### src/rtl/tia_pkg.sv
// Shared definitions for the TIA video path: collision bit map, colour
// defaults and the object bundle used by the mixer.
package tia_pkg;

    localparam int DEFAULT_COLOR_WIDTH = 7;
    localparam int BLANK_COLOR         = 0;
    localparam int NUM_COLLISIONS      = 15;

    localparam int CX_M0_P1 = 0;
    localparam int CX_M0_P0 = 1;
    localparam int CX_M1_P0 = 2;
    localparam int CX_M1_P1 = 3;
    localparam int CX_P0_PF = 4;
    localparam int CX_P0_BL = 5;
    localparam int CX_P1_PF = 6;
    localparam int CX_P1_BL = 7;
    localparam int CX_M0_PF = 8;
    localparam int CX_M0_BL = 9;
    localparam int CX_M1_PF = 10;
    localparam int CX_M1_BL = 11;
    localparam int CX_BL_PF = 12;
    localparam int CX_P0_P1 = 13;
    localparam int CX_M0_M1 = 14;

    typedef struct packed {
        logic player0;
        logic player1;
        logic missile0;
        logic missile1;
        logic ball;
        logic playfield;
    } objects_t;

    // Pairwise coincidences of one pixel's objects, in CXxx register order.
    function automatic logic [NUM_COLLISIONS-1:0] collision_hits(input objects_t o);
        logic [NUM_COLLISIONS-1:0] h;
        h           = '0;
        h[CX_M0_P1] = o.missile0 & o.player1;
        h[CX_M0_P0] = o.missile0 & o.player0;
        h[CX_M1_P0] = o.missile1 & o.player0;
        h[CX_M1_P1] = o.missile1 & o.player1;
        h[CX_P0_PF] = o.player0  & o.playfield;
        h[CX_P0_BL] = o.player0  & o.ball;
        h[CX_P1_PF] = o.player1  & o.playfield;
        h[CX_P1_BL] = o.player1  & o.ball;
        h[CX_M0_PF] = o.missile0 & o.playfield;
        h[CX_M0_BL] = o.missile0 & o.ball;
        h[CX_M1_PF] = o.missile1 & o.playfield;
        h[CX_M1_BL] = o.missile1 & o.ball;
        h[CX_BL_PF] = o.ball     & o.playfield;
        h[CX_P0_P1] = o.player0  & o.player1;
        h[CX_M0_M1] = o.missile0 & o.missile1;
        return h;
    endfunction

endpackage

### src/rtl/object_priority.sv
// Combinational priority resolver: picks one colour from the gated object
// pixels, the CTRLPF priority/score bits and the four colour registers.
module object_priority
    import tia_pkg::*;
#(
    parameter int COLOR_WIDTH = DEFAULT_COLOR_WIDTH
) (
    input  logic                   player0,
    input  logic                   player1,
    input  logic                   missile0,
    input  logic                   missile1,
    input  logic                   ball,
    input  logic                   playfield,
    input  logic                   pf_priority,
    input  logic                   score_mode,
    input  logic                   right_half,
    input  logic [COLOR_WIDTH-1:0] colup0,
    input  logic [COLOR_WIDTH-1:0] colup1,
    input  logic [COLOR_WIDTH-1:0] colupf,
    input  logic [COLOR_WIDTH-1:0] colubk,
    output logic [COLOR_WIDTH-1:0] color
);

    logic                   group0;
    logic                   group1;
    logic                   group_pf;
    logic [COLOR_WIDTH-1:0] pf_color;

    assign group0   = player0 | missile0;
    assign group1   = player1 | missile1;
    assign group_pf = ball | playfield;

    // Score mode recolours playfield by half; the ball keeps colupf and wins.
    always_comb begin
        // NOTE: assign every combinational output a default first so no path can infer a latch.
        pf_color = colupf;
        if (score_mode && !pf_priority && !ball && playfield) begin
            pf_color = right_half ? colup1 : colup0;
        end
    end

    always_comb begin
        color = colubk;
        if (pf_priority) begin
            if (group_pf)    color = colupf;
            else if (group0) color = colup0;
            else if (group1) color = colup1;
        end else begin
            if (group0)        color = colup0;
            else if (group1)   color = colup1;
            else if (group_pf) color = pf_color;
        end
    end

endmodule

### src/rtl/object_mixer.sv
// Registers the resolved pixel colour for the video encoder and latches the
// fifteen sticky pairwise collision flags read and cleared by the CPU.
module object_mixer
    import tia_pkg::*;
#(
    parameter int COLOR_WIDTH = DEFAULT_COLOR_WIDTH
) (
    input  logic                      clk,
    input  logic                      reset_n,
    input  logic                      player0,
    input  logic                      player1,
    input  logic                      missile0,
    input  logic                      missile1,
    input  logic                      ball,
    input  logic                      playfield,
    input  logic                      visible,
    input  logic                      right_half,
    input  logic [COLOR_WIDTH-1:0]    colup0,
    input  logic [COLOR_WIDTH-1:0]    colup1,
    input  logic [COLOR_WIDTH-1:0]    colupf,
    input  logic [COLOR_WIDTH-1:0]    colubk,
    input  logic                      pf_priority,
    input  logic                      score_mode,
    input  logic                      collision_clear,
    output logic [COLOR_WIDTH-1:0]    color_out,
    output logic                      color_valid,
    output logic [NUM_COLLISIONS-1:0] collisions
);

    objects_t                  obj;
    logic [COLOR_WIDTH-1:0]    prio_color;
    logic [NUM_COLLISIONS-1:0] hits;

    // Outside the active picture every object reads as absent.
    assign obj.player0   = player0   & visible;
    assign obj.player1   = player1   & visible;
    assign obj.missile0  = missile0  & visible;
    assign obj.missile1  = missile1  & visible;
    assign obj.ball      = ball      & visible;
    assign obj.playfield = playfield & visible;

    assign hits = collision_hits(obj);

    object_priority #(
        .COLOR_WIDTH (COLOR_WIDTH)
    ) u_object_priority (
        .player0     (obj.player0),
        .player1     (obj.player1),
        .missile0    (obj.missile0),
        .missile1    (obj.missile1),
        .ball        (obj.ball),
        .playfield   (obj.playfield),
        .pf_priority (pf_priority),
        .score_mode  (score_mode),
        .right_half  (right_half),
        .colup0      (colup0),
        .colup1      (colup1),
        .colupf      (colupf),
        .colubk      (colubk),
        .color       (prio_color)
    );

    // NOTE: sequential state uses non-blocking assignments so every register samples pre-edge values.
    always_ff @(posedge clk or negedge reset_n) begin
        if (!reset_n) begin
            color_out   <= COLOR_WIDTH'(BLANK_COLOR);
            color_valid <= 1'b0;
        end else begin
            color_out   <= visible ? prio_color : COLOR_WIDTH'(BLANK_COLOR);
            color_valid <= visible;
        end
    end

    // Clear takes precedence: coincidences in the CXCLR cycle are dropped.
    always_ff @(posedge clk or negedge reset_n) begin
        if (!reset_n) begin
            collisions <= '0;
        end else if (collision_clear) begin
            collisions <= '0;
        end else begin
            collisions <= collisions | hits;
        end
    end

endmodule

### config.mk
export PLATFORM = sky130hd
export DESIGN_NAME = object_mixer
export DESIGN_NICKNAME = d
export VERILOG_FILES = /design/src/rtl/tia_pkg.sv /design/src/rtl/object_priority.sv /design/src/rtl/object_mixer.sv
export SDC_FILE = /design/constraint.sdc
export NUM_CORES = 1
export LEC_CHECK = 0
export ABC_CLOCK_PERIOD_IN_PS = 1300
export CORE_ASPECT_RATIO = 0.5
export CORE_MARGIN = 2
export CORE_UTILIZATION = 43
export DETAILED_ROUTE_END_ITERATION = 12
export GPL_ROUTABILITY_DRIVEN = 1
export PLACE_DENSITY = 0.84
export SKIP_LAST_GASP = 1
export SLEW_MARGIN = 10
export SYNTH_ARGS = -nofsm -noshare
export SYNTH_HDL_FRONTEND = slang
export SYNTH_HIERARCHICAL = 1
export SYNTH_SLANG_ARGS = --single-unit
### constraint.sdc
create_clock -name clk -period 1.3 [get_ports clk]
set_input_delay 0.195 -clock clk [delete_from_list [all_inputs] [get_ports clk]]
set_output_delay 0.195 -clock clk [all_outputs]
set_load 0.02 [all_outputs]
==> run_1/layer_met2.png <==
Scale: 6 px per um.
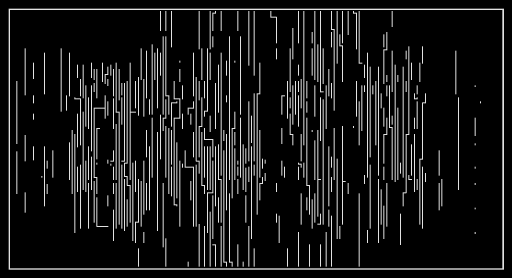
main direction: vertical
longest straight run: 23.8 um
nets with wire on the layer: 232
share of all routed wire: 52%
via count: 1,379
final wirelength: 4002 um
met2 Resource Use GR: 0.4244

==> run_1/sizes.png <==
Scale: 8 px per um.
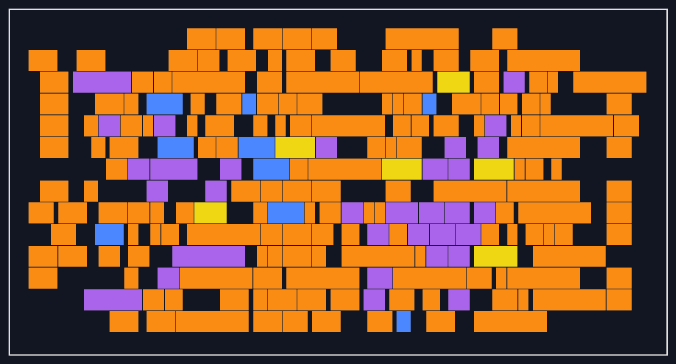
| colour | size | cells | share |
|---|---|---|---|
| purple | _3 and _4 cells | 32 | 15% |
| orange | _0 and _1 cells | 165 | 78% |
| blue | _2 cells | 9 | 4.2% |
| yellow | _6 and larger | 6 | 2.8% |
Area Growth Syn to Fin: 63.32%
setup ws final: -0.1385 ns
bufs w/o clock: 85

==> run_1/flops_by_reg.png <==
Scale: 6 px per um. Other sequential cells in the stronger grey, the rest of the logic in the fainter grey.
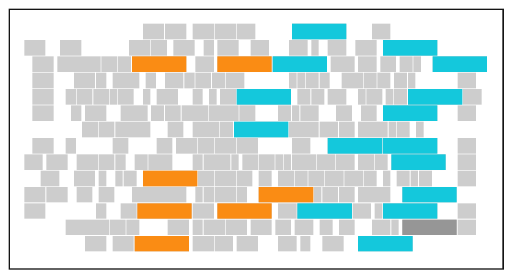
| colour | netlist name | sequential cells |
|---|---|---|
| orange | color_out | 7 |
| cyan | collisions | 15 |
final core utilization: 0.7227
Flop area: 575.6 um^2
sequential logic power: 779 uW
flop share of the area: 0.2690

==> run_1/congestion.png <==
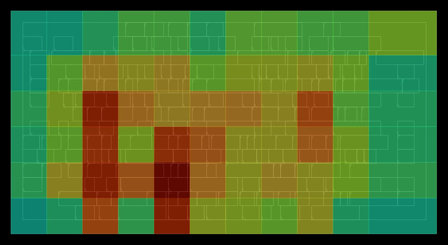
met1 Use GR: 0.3004
Global Route Usage Sum: 0.2393

run 1: cell type report:
class	count	share of cell area
well taps	40	0.02339
repair buffers	85	0.3561
clock inverters	1	0.002339
clock buffers	3	0.01930
flip-flops and latches	23	0.2690
multi-input cells	100	0.3298
run 1: stage by stage:
| stage | TNS, ns | power (mW) | hold WS, ns | setup slack, ns |
|---|---|---|---|---|
| 2_1_floorplan | -3.092 | 1.086 | -0.1006 | -0.4439 |
| 3_3_place_gp | -5.250 | 1.395 | 0.4777 | -0.7624 |
| 3_5_place_dp | -5.856 | 1.415 | 0.4881 | -0.8481 |
| 4_1_cts | -0.8049 | 1.824 | 0.2782 | -0.1709 |
| 5_1_grt | -1.066 | 1.922 | 0.2872 | -0.1868 |
| 6_report | -0.7929 | 1.838 | 0.2717 | -0.1385 |
run 1: repair_timing:
item / 4_1_cts / 5_1_grt
gates resized: 56 / 4
setup buffers: 1 / 0
hold buffers: 0 / 0
pin swaps: 13 / 6
setup endpoints to repair: 30 / 7
run 1: critical path, delay by kind of cell:
kind                   cells  cell delay, ns
AOI/OAI and AO/OA          2            0.34
buffers and inverters      1            0.10
and+or+nand+nor            4            1.03
run 1: cell usage in the layout, fill, tap and decap left out, drive strengths merged, types with 2 or more instances in the layout:
master and instances:
mux2i 7, o211ai 7, clkdlybuf4s50 30, nor2 17, dlygate4sd2 27, clkbuf 3
and2 13, nand2 7, buf 26, o21ai 7, a211oi 7, a22oi 7
dfrtp 23, a31oi 15, clkdlybuf4s15 2, nor3 7
run 1: metal layers:
metal  routed length, um  track usage
met1                1658       0.3004
met2                2091       0.4244
met3                 198      0.04681
met4                  55      0.05667
met5                   0            0
run 1: where the power goes:
group / internal (mW) / total, mW / switching [mW]
Clock: 0.214 / 0.455 / 0.241
Sequential: 0.761 / 0.779 / 0.0177
Combinational: 0.302 / 0.604 / 0.302
run 1: kinds of logic (layout without fill, tap and decap cells):
| family | count (synthesis) | after routing | share of synthesized area |
|---|---|---|---|
| AND-OR/OR-AND | 45 | 45 | 0.2693 |
| buffers and inverters | 11 | 89 | 0.05443 |
| flip-flops | 23 | 23 | 0.4393 |
| multiplexers | 7 | 7 | 0.05349 |
| AND/OR/NAND/NOR | 48 | 48 | 0.1834 |
run 1: flip-flops by register name (all words and copies together), names as in the netlist:
| signal | count |
|---|---|
| color_out | 7 |
| color_valid | 1 |
| collisions | 15 |
run 1: how the worst max path moves through the flow:
stage | start | end | slack (ns) | depth (start not counted)
2_1_floorplan | visible | color_out[0] | -0.44 | 9
3_5_place_dp | visible | color_out[0] | -0.85 | 7
4_1_cts | visible | color_out[0] | -0.17 | 7
3_3_place_gp | visible | color_out[6] | -0.76 | 7
5_1_grt | player0 | color_out[6] | -0.19 | 7
6_report | player0 | color_out[0] | -0.14 | 7
==> GITHUB_STEP_SUMMARY, run 1 <==
## Synthesis and layout report

| Metric | Value |
|---|---|
| Worst hold path class | in2async |
| Clk_lat worst skew | 0.26 ns |
| Failing checks | setup timing |
| RR Startpoint | collisions[0] |
| RePlAce Congestion | 0.7884 |
| Antenna Cells | 0 |
| Layout cells sized above 1 | 0.2217 |
| Post-synth EDFFs | 0 |
| Worst-margin pin slew | 0.2743 ns |
| Setup ws final | -0.1385 ns |
| First-pass GRT wire length | 6313 um |
| Reg2reg end | collisions[0] |
| Vias in the first global route | 1,366 |
| Slowest-stage cell, CP | or4_4 |
| Fp util | 0.4425 |
| Crit Path Category | in2reg |
| Final Hold Viols | 0 |
| Startpoint types | input pin |
| Clock slew at reported path FFs | 0.09 ns |
| Dpl hpwl | 3044 um |
| Pin count of the biggest net entering global routing | 24 |
| Post-synthesis register bit count | 23 |
| Tool warnings | 29 |
| CTS root buffer | clkbuf_8 |
| Distinct lib cells used | 22 |
| R2R cell count | 2 |
| Max VDD drop | 0.5427 mV |
| Cell taking the most area after synthesis | dfrtp_1 |
| Mapped cell area | 0.001310 mm^2 |
| Fillers | 226 |
| # clock sinks | 23 |
| CTS Buf Count | 3 |
| RSZ-0062 raised after global routing | true |
| Setup crit end kind | register |
| Crit path DAT | 1.65 ns |
| CP Cell Sequence | buf_6 > and2_4 > or4_4 > a211oi_2 > nand2_1 > o211ai_1 > and2_1 |
| H-tree levels | 1 |
| Clock skew | 0 ns |
| Synth Warn # | 6 |
| Core Area | 0.002960 mm^2 |
| Maximum fanout along the worst path | 7 |
| Lkg Pwr | 1.002 nW |
| Placed inst area | 0.002086 mm^2 |
| Crit path DRT | 1.51 ns |
| Post-synth top cells | 23 x dfrtp_1, 17 x nor2_1, 15 x a31oi_1, 13 x and2_1 |
| Routed Antenna Nets | 0 |
| Syn_nets | 175 |
| PD cells | 858.9 mW/mm^2 |
| Vias/cell | 5.472 |
| Cell area leaders | dfrtp_1 44%, a31oi_1 7.2%, and2_1 6.2% |
| Layout Nets | 254 |
| Routed len/inst | 15.88 um |
| Max-Cap Viols | 0 |
| Die Size | 0.003531 mm^2 |
| Inst Count DP | 247 |
| Count leader, synth | dfrtp_1 |
| Area share, top type | 0.4394 |
| Synth async-reset ratio | 1.000 |
| FMAX | 695.2 MHz |
| R2R Setup Slk | 0.59 ns |
| Avg Synthesized Cell Area | 9.776 um^2 |
| Yosys chip area | 0.001310 mm^2 |
| Mapped Cells | 134 |
| Final worst path period need | 1.438 ns |
| Max incr delay on CP | 0.64 ns |
| Max Transition Viols Final | 0 |
| Drt pass-1 iters | 4 |
| Status | finished with violations |
| Iteration-0 DRC Markers | 75 |
| # setup viols final | 7 |
| Overflow after GRT | 0 |
| Combinational Area | 705.7 um^2 |
| Die Ht | 43.03 um |
| Dominant Register Cell | dfrtp_1 |
| Port bufs | 63 |
| CTS tree | yes |
| Tcrit/Tclk final | 1.107 |
| Residual DRC | 0 |
| Die Wd | 82.06 um |
| # rows | 14 |
==> run_1/detail.png <==
Window x 29 to 54, y 9 to 34 um. Cells in grey, sequential cells in the stronger grey; small squares are vias.
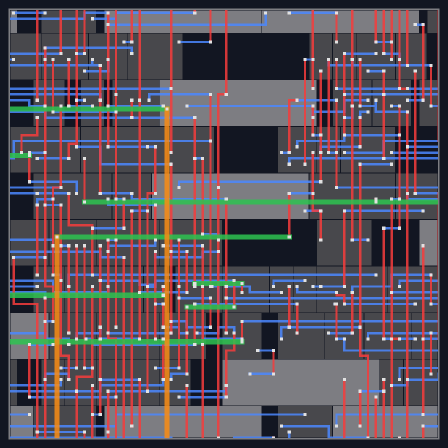

==> run 2: changes to the inputs <==
--- a/config.mk
+++ b/config.mk
@@ -8,10 +8,11 @@
 export ABC_CLOCK_PERIOD_IN_PS = 1300
 export CORE_ASPECT_RATIO = 0.5
 export CORE_MARGIN = 2
-export CORE_UTILIZATION = 43
+export CORE_UTILIZATION = 38
 export DETAILED_ROUTE_END_ITERATION = 12
 export GPL_ROUTABILITY_DRIVEN = 1
-export PLACE_DENSITY = 0.84
+export GPL_TIMING_DRIVEN = 0
+export PLACE_DENSITY = 0.76
 export SKIP_LAST_GASP = 1
 export SLEW_MARGIN = 10
 export SYNTH_ARGS = -nofsm -noshare
==> run_2/detail.png <==
Window x 31 to 56, y 10 to 35 um. Cells in grey, sequential cells in the stronger grey; small squares are vias.
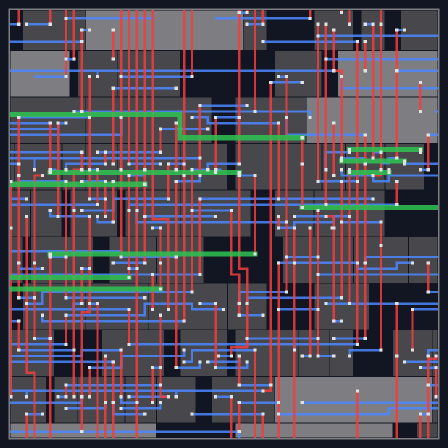
| colour | layer |
|---|---|
| red | metal 2 |
| green | metal 3 |
| blue | metal 1 |
cells with their middle in the window: 55
netlist names of flops here include: collisions (3), color_out (1)
most frequent: clkdlybuf4s50_1 (6), and2_1 (5)
sequential cells in the window: 4

==> run_2/sizes.png <==
Scale: 8 px per um.
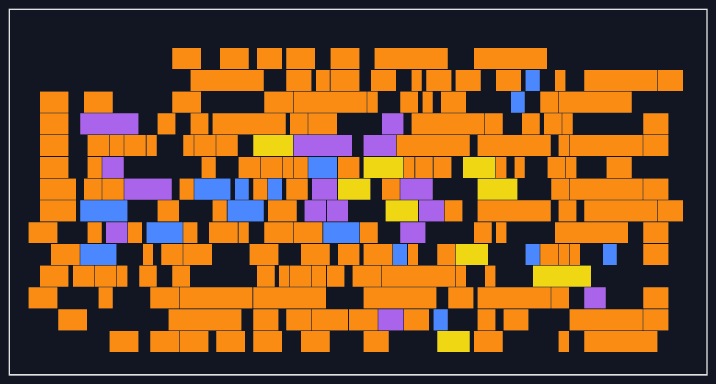
| colour | size | cells | share |
|---|---|---|---|
| blue | _2 cells | 15 | 7.4% |
| yellow | _6 and larger | 9 | 4.5% |
| purple | _3 and _4 cells | 15 | 7.4% |
| orange | _0 and _1 cells | 163 | 81% |
setup ws final: -0.1663 ns
post-route cell area: 0.002061 mm^2

==> GITHUB_STEP_SUMMARY, run 2 <==
## Synthesis and layout report

| Metric | Value |
|---|---|
| Antenna violations before repair | 0 |
| Count leader, synth | dfrtp_1 |
| Die Ht | 45.52 um |
| Dpl hpwl | 2763 um |
| Crit path DRT | 1.51 ns |
| Layout Nets | 244 |
| Compound Share, Synth | 0.2693 |
| Post-synth seq share | 0.4394 |
| CTS tree | yes |
| CTS Buf Count | 3 |
| Pin count of the biggest net entering global routing | 24 |
| Clock share of power | 0.253 |
| Crit path DAT | 1.68 ns |
| Fp util | 0.4178 |
| Post-Synth XOR/XNOR Area | 0 |
| Fillers | 268 |
| Vias/cell | 5.512 |
| Synth Warn # | 6 |
| FMAX | 682.0 MHz |
| Failing checks | setup timing |
| R2R cell count | 2 |
| Switching Power | 552.1 uW |
| Die Wd | 87.04 um |
| Routed Antenna Nets | 0 |
| Area Growth Syn to Fin | 57.31% |
| Worst hold path class | in2reg |
| Max Transition Viols Final | 0 |
| Overflow after GRT | 0 |
| Crit Path Category | in2reg |
| Via count | 1,334 |
| Biggest regs | collisions x15, color_out x7, color_valid x1 |
| Setup crit end kind | register |
| Distinct lib cells used | 22 |
| Mux area share | 0.05349 |
| Yosys adder share | 0 |
| RSZ-0062 raised after global routing | true |
| Residual DRC | 0 |
| Synth async-reset ratio | 1.000 |
| Ports | 64 |
| Top reg by flops | collisions |
| Max-slew headroom | 0.3261 |
| # clock sinks | 23 |
| Max VDD drop | 0.3478 mV |
| Post-synthesis register bit count | 23 |
| HP Start | visible |
| Commonest Layout Cell | clkdlybuf4s50_1 |
| Port bufs | 62 |
| H-tree levels | 1 |
| Max reg flops | 15 |
| Status | finished with violations |
| Area share, top type | 0.4394 |
| Syn_nets | 175 |
| Clock slew at reported path FFs | 0.09 ns |
| Startpoint types | input pin |
| Reg2reg end | collisions[2] |
| Pre-CTS WS | -1.262 ns |
| Drt pass-1 iters | 4 |
| Sw Share | 0.3053 |
| CTS max path bufs | 2 |
| Hold depth | 1 |
| Yosys chip area | 0.001310 mm^2 |
| Iteration-0 DRC Markers | 52 |
| Seq pwr share | 0.430 |
| Clock skew | 0 ns |
| R2R Setup Slk | 0.59 ns |
| Dominant kind of combinational cell | AND-OR/OR-AND gates |
| CTS root buffer | clkbuf_8 |
| Tool warnings | 29 |
| Tcrit/Tclk final | 1.128 |
| Vias in the first global route | 1,245 |
| Avg Synthesized Cell Area | 9.776 um^2 |
| Max-Cap Viols | 0 |
| RR Startpoint | collisions[2] |
| Dominant Register Cell | dfrtp_1 |
| Layout cells sized above 1 | 0.1931 |
| PD cells | 877.7 mW/mm^2 |
| Mapped Cells | 134 |
| Routed len/inst | 16.03 um |
| Antenna Cells | 0 |
| Die Size | 0.003961 mm^2 |
| Core Area | 0.003136 mm^2 |
| RePlAce Congestion | 0.8476 |
| Cell taking the most area after synthesis | dfrtp_1 |
| Setup ws final | -0.1663 ns |
| Worst-margin pin slew | 1.009 ns |
| Basic Gates by Area | 0.1834 |
| Hold EP | color_valid |
| Post-synth top cells | 23 x dfrtp_1, 17 x nor2_1, 15 x a31oi_1, 13 x and2_1 |
| Yosys stat cell total | 134 |
| Final Hold Viols | 0 |
| Maximum fanout along the worst path | 7 |
| Post-route setup TNS | -0.8846 ns |
| Comb power frac | 0.318 |
| Cell area leaders | dfrtp_1 44%, a31oi_1 7.2%, and2_1 6.2% |
| Top Layout Cells | 29 x clkdlybuf4s50_1, 23 x dfrtp_1, 23 x dlygate4sd2_1 |
| Final worst path period need | 1.466 ns |
| Final wirelength | 3879 um |
| Mapped cell area | 0.001310 mm^2 |
| Post-synth EDFFs | 0 |
| Clk_lat worst skew | 0.27 ns |
| First-pass GRT wire length | 6058 um |
| Cell internal pwr | 1.257 mW |
| # setup viols final | 7 |
| Global Route Usage Sum | 0.2022 |
| Lkg Pwr | 0.9681 nW |
| # rows | 14 |
==> run_2/flops_by_reg.png <==
Scale: 6 px per um. Other sequential cells in the stronger grey, the rest of the logic in the fainter grey.
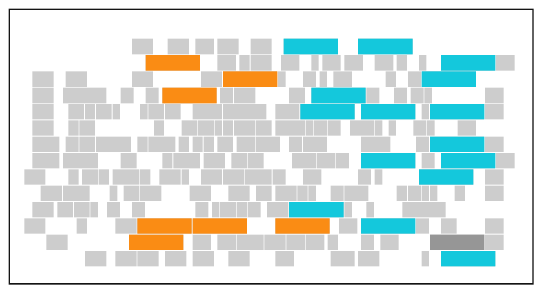
| colour | netlist name | sequential cells |
|---|---|---|
| orange | color_out | 7 |
| cyan | collisions | 15 |
final core utilization: 0.6572
sequential logic power: 777 uW
flop share of the area: 0.2793

run 2: cell counts after synthesis:
No cell type changed its count.
run 2: kinds of logic after synthesis:
kind of cell           Yosys count
buffers and inverters           11
muxes                            7
DFF                             23
AOI/OAI and AO/OA               45
and+or+nand+nor                 48
run 2: power by group through the flow:
stage / Combinational [mW] / Clock, mW / Sequential (mW)
3_5_place_dp: 0.587 / 0 / 0.795
4_1_cts: 0.562 / 0.459 / 0.778
6_report: 0.575 / 0.457 / 0.777
2_1_floorplan: 0.231 / 0 / 0.855
3_3_place_gp: 0.579 / 0 / 0.794
5_1_grt: 0.618 / 0.492 / 0.784
run 2: critical path, stage by stage:
cell and delay (ns):
buf_12 0.11, and2_4 0.15, or4_4 0.64, a211oi_2 0.27
o21ai_1 0.08, o211ai_1 0.09, and2_1 0.14
run 2: how the worst max path moves through the flow:
stage	start	end	slack, ns	cells after the start
CTS	visible	color_out[0]	-0.25	8
global route	visible	color_out[6]	-0.23	7
floorplan	visible	color_out[0]	-0.44	9
global placement	visible	color_out[0]	-1.25	10
detailed placement	visible	color_out[0]	-1.26	10
finish	visible	color_out[6]	-0.17	7
run 2: layout make-up:
cell class / count / area (um^2) / area share
clock buffer: 3 / 41.29 / 0.02004
multi-input combinational: 100 / 699.4 / 0.3394
clock inverter: 1 / 5.005 / 0.002429
sequential: 23 / 575.6 / 0.2793
buffer: 7 / 48.80 / 0.02368
tap: 40 / 50.05 / 0.02429
timing repair buffer: 68 / 640.6 / 0.3109
run 2: per-stage QoR:
| step | total power, mW | area, um^2 | instances | utilization | hold slack, ns |
|---|---|---|---|---|---|
| 2_1_floorplan | 1.086 | 1328 | 134 | - | -0.1006 |
| 3_3_place_gp | 1.372 | 1998 | 236 | 0.6373 | 0.4775 |
| 3_5_place_dp | 1.382 | 1998 | 236 | 0.6373 | 0.4879 |
| 4_1_cts | 1.799 | 2031 | 243 | 0.6476 | 0.03174 |
| 5_1_grt | 1.894 | 2061 | 242 | 0.6572 | 0.03894 |
| 6_report | 1.809 | 2061 | 242 | 0.6572 | 0.04528 |
run 2: what timing repair did:
item / in CTS / in global routing
pin swaps: 18 / 16
hold buffers: 0 / 0
resized: 55 / 21
setup endpoints to repair: 30 / 30
buffers inserted: 6 / 0
cloned: 0 / 0
run 2: per-layer routing:
| layer | vias up | wire [um] | global-route usage |
|---|---|---|---|
| li1 | 640 | - | - |
| met1 | 644 | 1776 | 0.2756 |
| met2 | 50 | 1900 | 0.3420 |
| met3 | 0 | 202 | 0.03804 |
| met4 | 0 | 0 | 0.04375 |
| met5 | - | 0 | 0 |
==> run_2/congestion.png <==
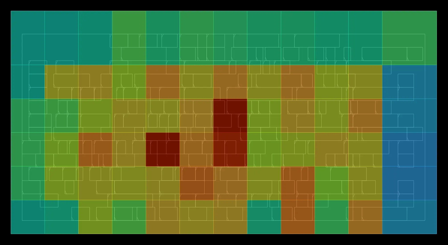

==> run 3: changes to the inputs <==
--- a/config.mk
+++ b/config.mk
@@ -10,12 +10,13 @@
 export CORE_MARGIN = 2
 export CORE_UTILIZATION = 38
 export DETAILED_ROUTE_END_ITERATION = 12
+export DONT_BUFFER_PORTS = 1
 export GPL_ROUTABILITY_DRIVEN = 1
 export GPL_TIMING_DRIVEN = 0
-export PLACE_DENSITY = 0.76
 export SKIP_LAST_GASP = 1
 export SLEW_MARGIN = 10
 export SYNTH_ARGS = -nofsm -noshare
 export SYNTH_HDL_FRONTEND = slang
 export SYNTH_HIERARCHICAL = 1
 export SYNTH_SLANG_ARGS = --single-unit
+export TNS_END_PERCENT = 50
==> run_3/congestion.png <==
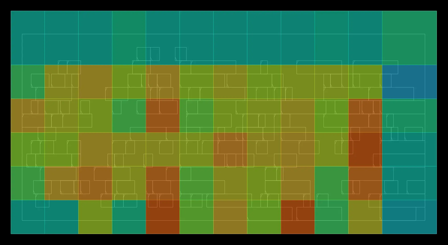
routed len/inst: 19.04 um
final core utilization: 0.4777

==> run_3/sizes.png <==
Scale: 8 px per um.
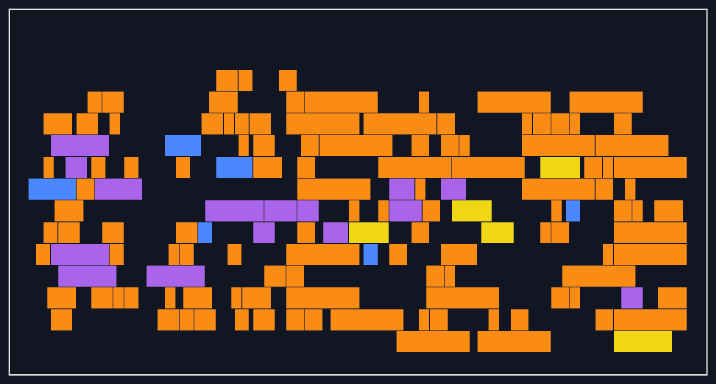
| colour | size | cells | share |
|---|---|---|---|
| purple | _3 and _4 cells | 15 | 11% |
| blue | _2 cells | 6 | 4.3% |
| orange | _0 and _1 cells | 114 | 81% |
| yellow | _6 and larger | 5 | 3.6% |
Area Growth Syn to Fin: 14.33%
post-route cell area: 0.001498 mm^2
setup ws final: -0.1549 ns

==> GITHUB_STEP_SUMMARY, run 3 <==
## Synthesis and layout report

| Metric | Value |
|---|---|
| Commonest Layout Cell | dfrtp_1 |
| CTS Buf Count | 3 |
| Final Hold Viols | 0 |
| Max reg flops | 15 |
| Max VDD drop | 0.4120 mV |
| Distinct lib cells used | 22 |
| Max-Cap Viols | 0 |
| Yosys stat cell total | 134 |
| # clock sinks | 23 |
| Max-slew headroom | 0.3444 |
| Setup crit end kind | register |
| Tool warnings | 29 |
| Port bufs | 0 |
| Max Transition Viols Final | 0 |
| Dominant Register Cell | dfrtp_1 |
| Crit path DRT | 1.50 ns |
| Startpoint types | input pin |
| Area share, top type | 0.4394 |
| Die Wd | 87.04 um |
| RePlAce Congestion | 0.7259 |
| Post-synth EDFFs | 0 |
| Top Layout Cells | 23 x dfrtp_1, 16 x nor2_1, 15 x a31oi_1 |
| Crit path DAT | 1.66 ns |
| Drt pass-1 iters | 4 |
| Clock slew at reported path FFs | 0.08 ns |
| Met3 usage | 0.05072 |
| Die Size | 0.003961 mm^2 |
| Placed inst area | 0.001378 mm^2 |
| Die Ht | 45.52 um |
| Cell taking the most area after synthesis | dfrtp_1 |
| Hold WS | 0.1064 ns |
| Yosys chip area | 0.001310 mm^2 |
| # rows | 14 |
| Top reg by flops | collisions |
| Setup ws final | -0.1549 ns |
| Post-synth seq share | 0.4394 |
| Dpl hpwl | 2481 um |
| Synth Warn # | 6 |
| Post-synthesis register bit count | 23 |
| Residual DRC | 0 |
| Met2 Resource Use GR | 0.2824 |
| First-pass GRT wire length | 5278 um |
| Biggest regs | collisions x15, color_out x7, color_valid x1 |
| Global Route Usage Sum | 0.1782 |
| GR peak layer | met2 |
| Clock skew | 0 ns |
| Failing checks | setup timing |
| Vias/cell | 5.956 |
| Layout cells sized above 1 | 0.1857 |
| # setup viols final | 7 |
| Lkg Pwr | 0.6147 nW |
| Ports | 64 |
| Clk_lat worst skew | 0.26 ns |
| Layout Nets | 182 |
| Status | finished with violations |
| Vias in the first global route | 988 |
| Mapped cell area | 0.001310 mm^2 |
| Fp util | 0.4178 |
| Count leader, synth | dfrtp_1 |
| FMAX | 687.3 MHz |
| Synth async-reset ratio | 1.000 |
| Maximum fanout along the worst path | 8 |
| CTS max path bufs | 2 |
| Worst-margin pin slew | 0.9834 ns |
==> run_3/layer_met2.png <==
Scale: 6 px per um.
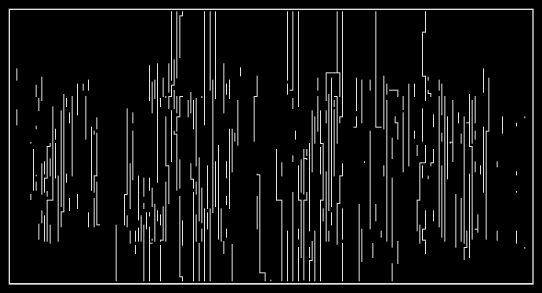
longest straight run: 24.1 um
main direction: vertical
wire length on this layer: 1,640 um
nets with wire on the layer: 148
share of all routed wire: 48%
final wirelength: 3428 um
via count: 1,072

==> run 3: cell types whose count changed in the layout (fill, tap and decap cells not counted), moves of 2 or more <==
cell	change
dlygate4sd2_1	-23
dlymetal6s2s_1	-3
buf_6	-4
a211oi_2	-3
buf_4	-2
a211oi_4	+3
clkdlybuf4s50_1	-29
buf_2	-3
dlygate4sd3_1	+2
==> run 3: timing repair <==
action,in CTS,in global routing
endpoints found under the setup margin,7,30
hold buffers,3,0
setup buffers,2,0
endpoints found under the hold margin,29,0
pin swaps,10,5
resized,7,7
==> run 3: critical path: stages <==
cell and delay (ns):
buf_12 0.11, and2_4 0.13, or4_4 0.65, a211oi_4 0.20, o21ai_1 0.09, o211ai_1 0.12, and2_1 0.15
==> run 3: cell type report <==
| class | count | area (um^2) |
|---|---|---|
| well taps | 40 | 50.05 |
| plain buffers | 8 | 65.06 |
| multi-input cells | 100 | 714.4 |
| clock buffers | 4 | 45.04 |
| repair buffers | 5 | 47.55 |
| flip-flops and latches | 23 | 575.6 |
| fillers | 290 | 1638 |
==> run 3: report_power, final <==
group | internal, mW | total (mW) | switching (mW) | leakage (nW)
Sequential | 0.761 | 0.848 | 0.0867 | 0.305
Clock | 0.218 | 0.433 | 0.214 | 0.0228
Combinational | 0.144 | 0.324 | 0.181 | 0.287
Total | 1.12 | 1.61 | 0.482 | 0.615
==> run 3: cells by family after synthesis <==
logic type / Yosys count / share of synthesized area
mux: 7 / 0.05349
compound gates: 45 / 0.2693
buf+inv: 11 / 0.05443
flops: 23 / 0.4393
simple gates: 48 / 0.1834
==> run 3: path summary, 6_finish.rpt <==
check | from | endpoint | slack [ns] | cells after the start
min | player1 | collisions[6] | 0.11 | 2
min in group asynchronous | reset_n | collisions[4] | 0.17 | 1
max reg2reg | collisions[3] | collisions[3] | 0.48 | 2
max | visible | color_out[6] | -0.15 | 7
max in group asynchronous | reset_n | collisions[13] | 0.54 | 1
min reg2reg | collisions[2] | collisions[2] | 0.64 | 2
==> run 3: metal layers <==
layer	routed length, um	vias up
met3	265	0
li1	-	501
met1	1519	520
met4	0	0
met2	1643	51
met5	0	-
==> run 3: through the flow <==
step	setup TNS [ns]	instances	setup slack (ns)
after floorplan	-3.092	134	-0.4439
after global placement	-5.841	174	-0.8715
after detailed placement	-5.642	174	-0.8442
after CTS	-0.8033	180	-0.1859
after global routing	-1.555	180	-0.2711
final	-0.9168	180	-0.1549
Power figures rest on the tool's default switching activity, not on a simulated workload.
